==> images/class_map.png <==
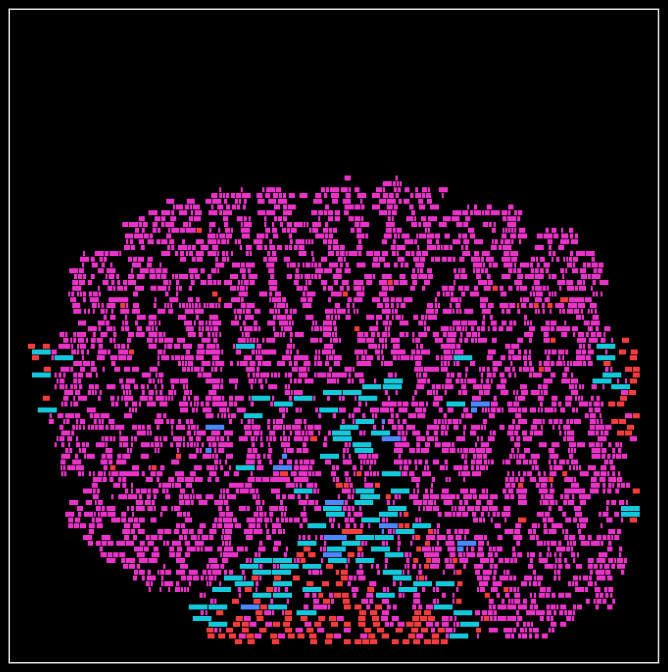
==> images/clock_wires.png <==
Bar = 100 um.
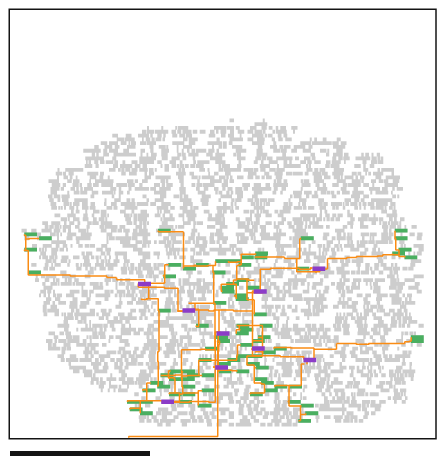
==> images/ff_map.png <==
Other sequential cells in the stronger grey, the rest of the logic in the fainter grey.
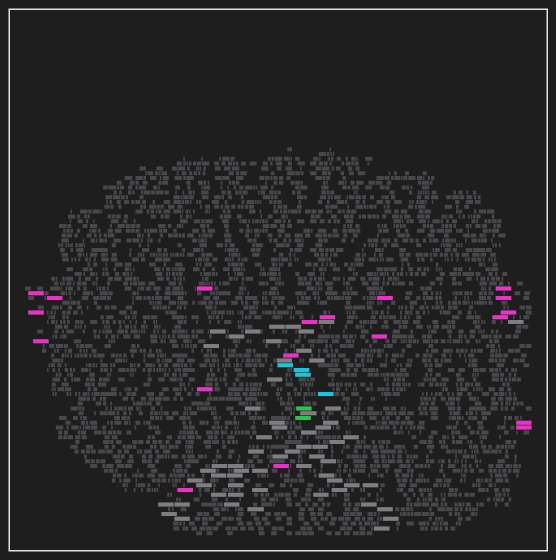
==> images/clock_nets.png <==
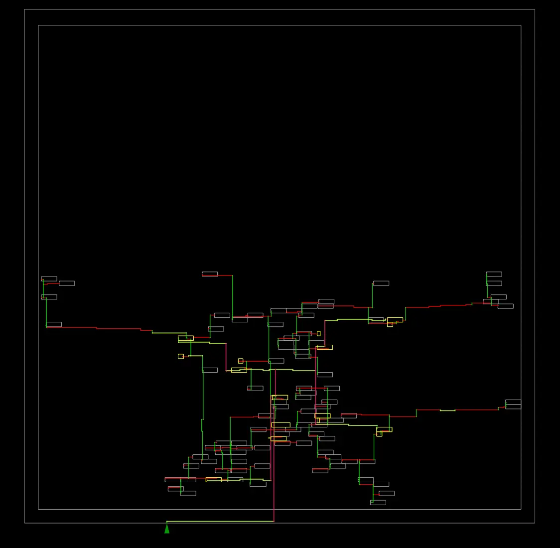
## config.mk

```make
export PLATFORM = sky130hd
export DESIGN_NAME = division_arbiter
export DESIGN_NICKNAME = d
export VERILOG_FILES = /design/src/rtl/division_arbiter.sv
export SDC_FILE = /design/constraint.sdc
export NUM_CORES = 1
export LEC_CHECK = 0
export CAP_MARGIN = 40
export CORE_AREA = 8 8 296 298
export DETAILED_ROUTE_END_ITERATION = 6
export DIE_AREA = 0 0 304 306
export PLACE_DENSITY = 0.54
export SLEW_MARGIN = 25
export SYNTH_ARGS = -nofsm -noshare
export SYNTH_HDL_FRONTEND = slang
export SYNTH_SLANG_ARGS = --single-unit
export TNS_END_PERCENT = 5
```

## constraint.sdc

```tcl
create_clock -name clk -period 96.5 [get_ports clk]
set_input_delay 14.475 -clock clk [delete_from_list [all_inputs] [get_ports clk]]
set_output_delay 14.475 -clock clk [all_outputs]
set_load 0.03 [all_outputs]
```

## src/rtl/division_arbiter.sv

```systemverilog
// Round-robin arbiter sharing one combinational unsigned divider between two
// valid/ready requesters, with a single held response port.

module division #(
  parameter int N = 19
) (
  input  logic [N-1:0] dividendo,
  input  logic [N-1:0] divisor,
  output logic [N-1:0] resultado,
  output logic [N-1:0] residuo
);

  // Restoring long division, one quotient bit per unrolled step, MSB first.
  always_comb begin
    logic [N:0]   rem;
    logic [N-1:0] dvd;
    logic [N-1:0] quo;
    rem = '0;
    dvd = dividendo;
    quo = '0;
    for (int i = 0; i < N; i++) begin
      rem = {rem[N-1:0], dvd[N-1]};
      dvd = {dvd[N-2:0], 1'b0};
      if (rem >= {1'b0, divisor}) begin
        rem = rem - {1'b0, divisor};
        quo = {quo[N-2:0], 1'b1};
      end else begin
        quo = {quo[N-2:0], 1'b0};
      end
    end
    resultado = quo;
    residuo   = rem[N-1:0];
  end

endmodule

module division_arbiter #(
  parameter int N      = 19,
  parameter int SETTLE = 2
) (
  input  logic         clk,
  input  logic         rst,
  input  logic         req0_valid,
  output logic         req0_ready,
  input  logic [N-1:0] req0_dividend,
  input  logic [N-1:0] req0_divisor,
  input  logic         req1_valid,
  output logic         req1_ready,
  input  logic [N-1:0] req1_dividend,
  input  logic [N-1:0] req1_divisor,
  output logic         resp_valid,
  input  logic         resp_ready,
  output logic         resp_id,
  output logic [N-1:0] resp_quotient,
  output logic [N-1:0] resp_remainder,
  output logic         resp_div_zero
);

  typedef enum logic [1:0] {S_IDLE, S_SETTLE, S_RESP} state_t;

  localparam logic [3:0] LAST_CNT = 4'(SETTLE - 1);

  state_t       state, state_next;
  logic         last_grant;
  logic [3:0]   cnt;
  logic [N-1:0] op_dividend, op_divisor;
  logic         op_id;
  logic [N-1:0] div_q, div_r;
  logic         grant1, accept, acc_id;
  logic [N-1:0] acc_dividend, acc_divisor;

  division #(.N(N)) u_div (
    .dividendo (op_dividend),
    .divisor   (op_divisor),
    .resultado (div_q),
    .residuo   (div_r)
  );

  // Grant selection and next state; ready is forced low while reset is held.
  always_comb begin
    state_next   = state;
    req0_ready   = 1'b0;
    req1_ready   = 1'b0;
    grant1       = 1'b0;
    accept       = 1'b0;
    acc_id       = 1'b0;
    acc_dividend = req0_dividend;
    acc_divisor  = req0_divisor;
    case (state)
      S_IDLE: begin
        grant1 = req1_valid & (~req0_valid | ~last_grant);
        if (!rst) begin
          req0_ready = req0_valid & ~grant1;
          req1_ready = grant1;
        end
        accept = req0_ready | req1_ready;
        if (grant1) begin
          acc_id       = 1'b1;
          acc_dividend = req1_dividend;
          acc_divisor  = req1_divisor;
        end
        if (accept)
          state_next = (acc_divisor == '0) ? S_RESP : S_SETTLE;
      end
      S_SETTLE: if (cnt == LAST_CNT) state_next = S_RESP;
      S_RESP:   if (resp_ready) state_next = S_IDLE;
      default:  state_next = S_IDLE;
    endcase
  end

  always_ff @(posedge clk or posedge rst) begin
    if (rst) state <= S_IDLE;
    else     state <= state_next;
  end

  // Operand capture, settle counting and response registers. A zero divisor
  // bypasses the divider and answers straight from the accepted operands.
  always_ff @(posedge clk or posedge rst) begin
    if (rst) begin
      last_grant     <= 1'b1;
      cnt            <= '0;
      op_dividend    <= '0;
      op_divisor     <= '0;
      op_id          <= 1'b0;
      resp_valid     <= 1'b0;
      resp_id        <= 1'b0;
      resp_quotient  <= '0;
      resp_remainder <= '0;
      resp_div_zero  <= 1'b0;
    end else begin
      case (state)
        S_IDLE: begin
          if (accept) begin
            op_dividend <= acc_dividend;
            op_divisor  <= acc_divisor;
            op_id       <= acc_id;
            last_grant  <= acc_id;
            cnt         <= '0;
            if (acc_divisor == '0) begin
              resp_valid     <= 1'b1;
              resp_id        <= acc_id;
              resp_quotient  <= '1;
              resp_remainder <= acc_dividend;
              resp_div_zero  <= 1'b1;
            end
          end
        end
        S_SETTLE: begin
          cnt <= cnt + 4'd1;
          if (cnt == LAST_CNT) begin
            resp_valid     <= 1'b1;
            resp_id        <= op_id;
            resp_quotient  <= div_q;
            resp_remainder <= div_r;
            resp_div_zero  <= 1'b0;
          end
        end
        S_RESP: if (resp_ready) resp_valid <= 1'b0;
        default: ;
      endcase
    end
  end

endmodule

```

==> qor.txt <==
Tap Count - 1,080
Met2 WL post-DR - 39,900 um
Status - completed
Met1 GRT Util - 25.2%
Highest routing layer actually used - met4
Crit Reg-Reg Startpoint - op_divisor[1]$_DFFE_PP0P_
Final ANT Viol Nets - 0
Async SR Flop Fraction - 100%
CP max stage cell - nand4_1
Die X - 304 um
Iteration tally of the first detailed-router pass - 7
Synth top cell by count - ha_1
OpenROAD warning count - 29
Most frequent cells after synthesis - ha_1 (349), nand2_1 (325), o21ai_0 (274)
Max-cap violations - 0
Slew headroom - 45.3%
Logic Gate Count - 2,930
Clock-cell share - 1.08%
Hold Crit Class - register to register
Final nets - 3,856
CTS Buf Count - 9
Max frequency - 15.6 MHz
Final period util - 66.2%
Most common cell after layout, fill and taps aside - ha_1
Setup tns final - 0 ns
Largest area contributor in the netlist - ha_1
## Picture notes: class_map.png
class	colour	cells	share of their area
registers	cyan	87	8.3%
remaining logic cells	magenta	3,136	84%
clock drivers and dummy loads	blue	16	1.1%
remaining buffers and delay cells	red	174	6.2%
sequential share of cell area: 7.90%
Final Cell Area: 27,600 um2
Core Box Area: 82,900 um2
Final Util: 33.3%
Site Rows: 106

## Picture notes: clock_wires.png
[clock-net drivers] purple | count: 9
[flip-flops] green | count: 87
[clock wires] orange | length: 1,890 um
routed clock nets	10
flops lie	bottom middle

## Picture notes: ff_map.png
netlist name	colour	sequential cells
`resp_quotient`	magenta	19
`cnt`	cyan	4
`state`	green	2
not coloured	62
Register Area: 2180 um2

## Picture notes: clock_nets.png
clock buf count: 10
Clock Sinks: 87

==> worst max-delay path, delay by kind of cell, from the launching register on <==
family | cells | cell delay (ns)
DFF | 1 | 0.41
xor gates and xnor gates | 1 | 0.14
and+or+nand+nor | 65 | 11.85
buffers and inverters | 15 | 3.51
adders and majority gates | 18 | 5.77
AOI/OAI and AO/OA | 170 | 37.87
muxes | 14 | 4.16
==> path summary, 6_finish.rpt <==
check | cells after the start | end
max | 283 | resp_remainder[17]$_DFFE_PP0P_
min | 2 | resp_div_zero$_DFFE_PP0P_
max reg2reg | 283 | resp_remainder[17]$_DFFE_PP0P_
min reg2reg | 2 | resp_div_zero$_DFFE_PP0P_
max in group asynchronous | 4 | op_divisor[1]$_DFFE_PP0P_
min in group asynchronous | 2 | op_divisor[4]$_DFFE_PP0P_
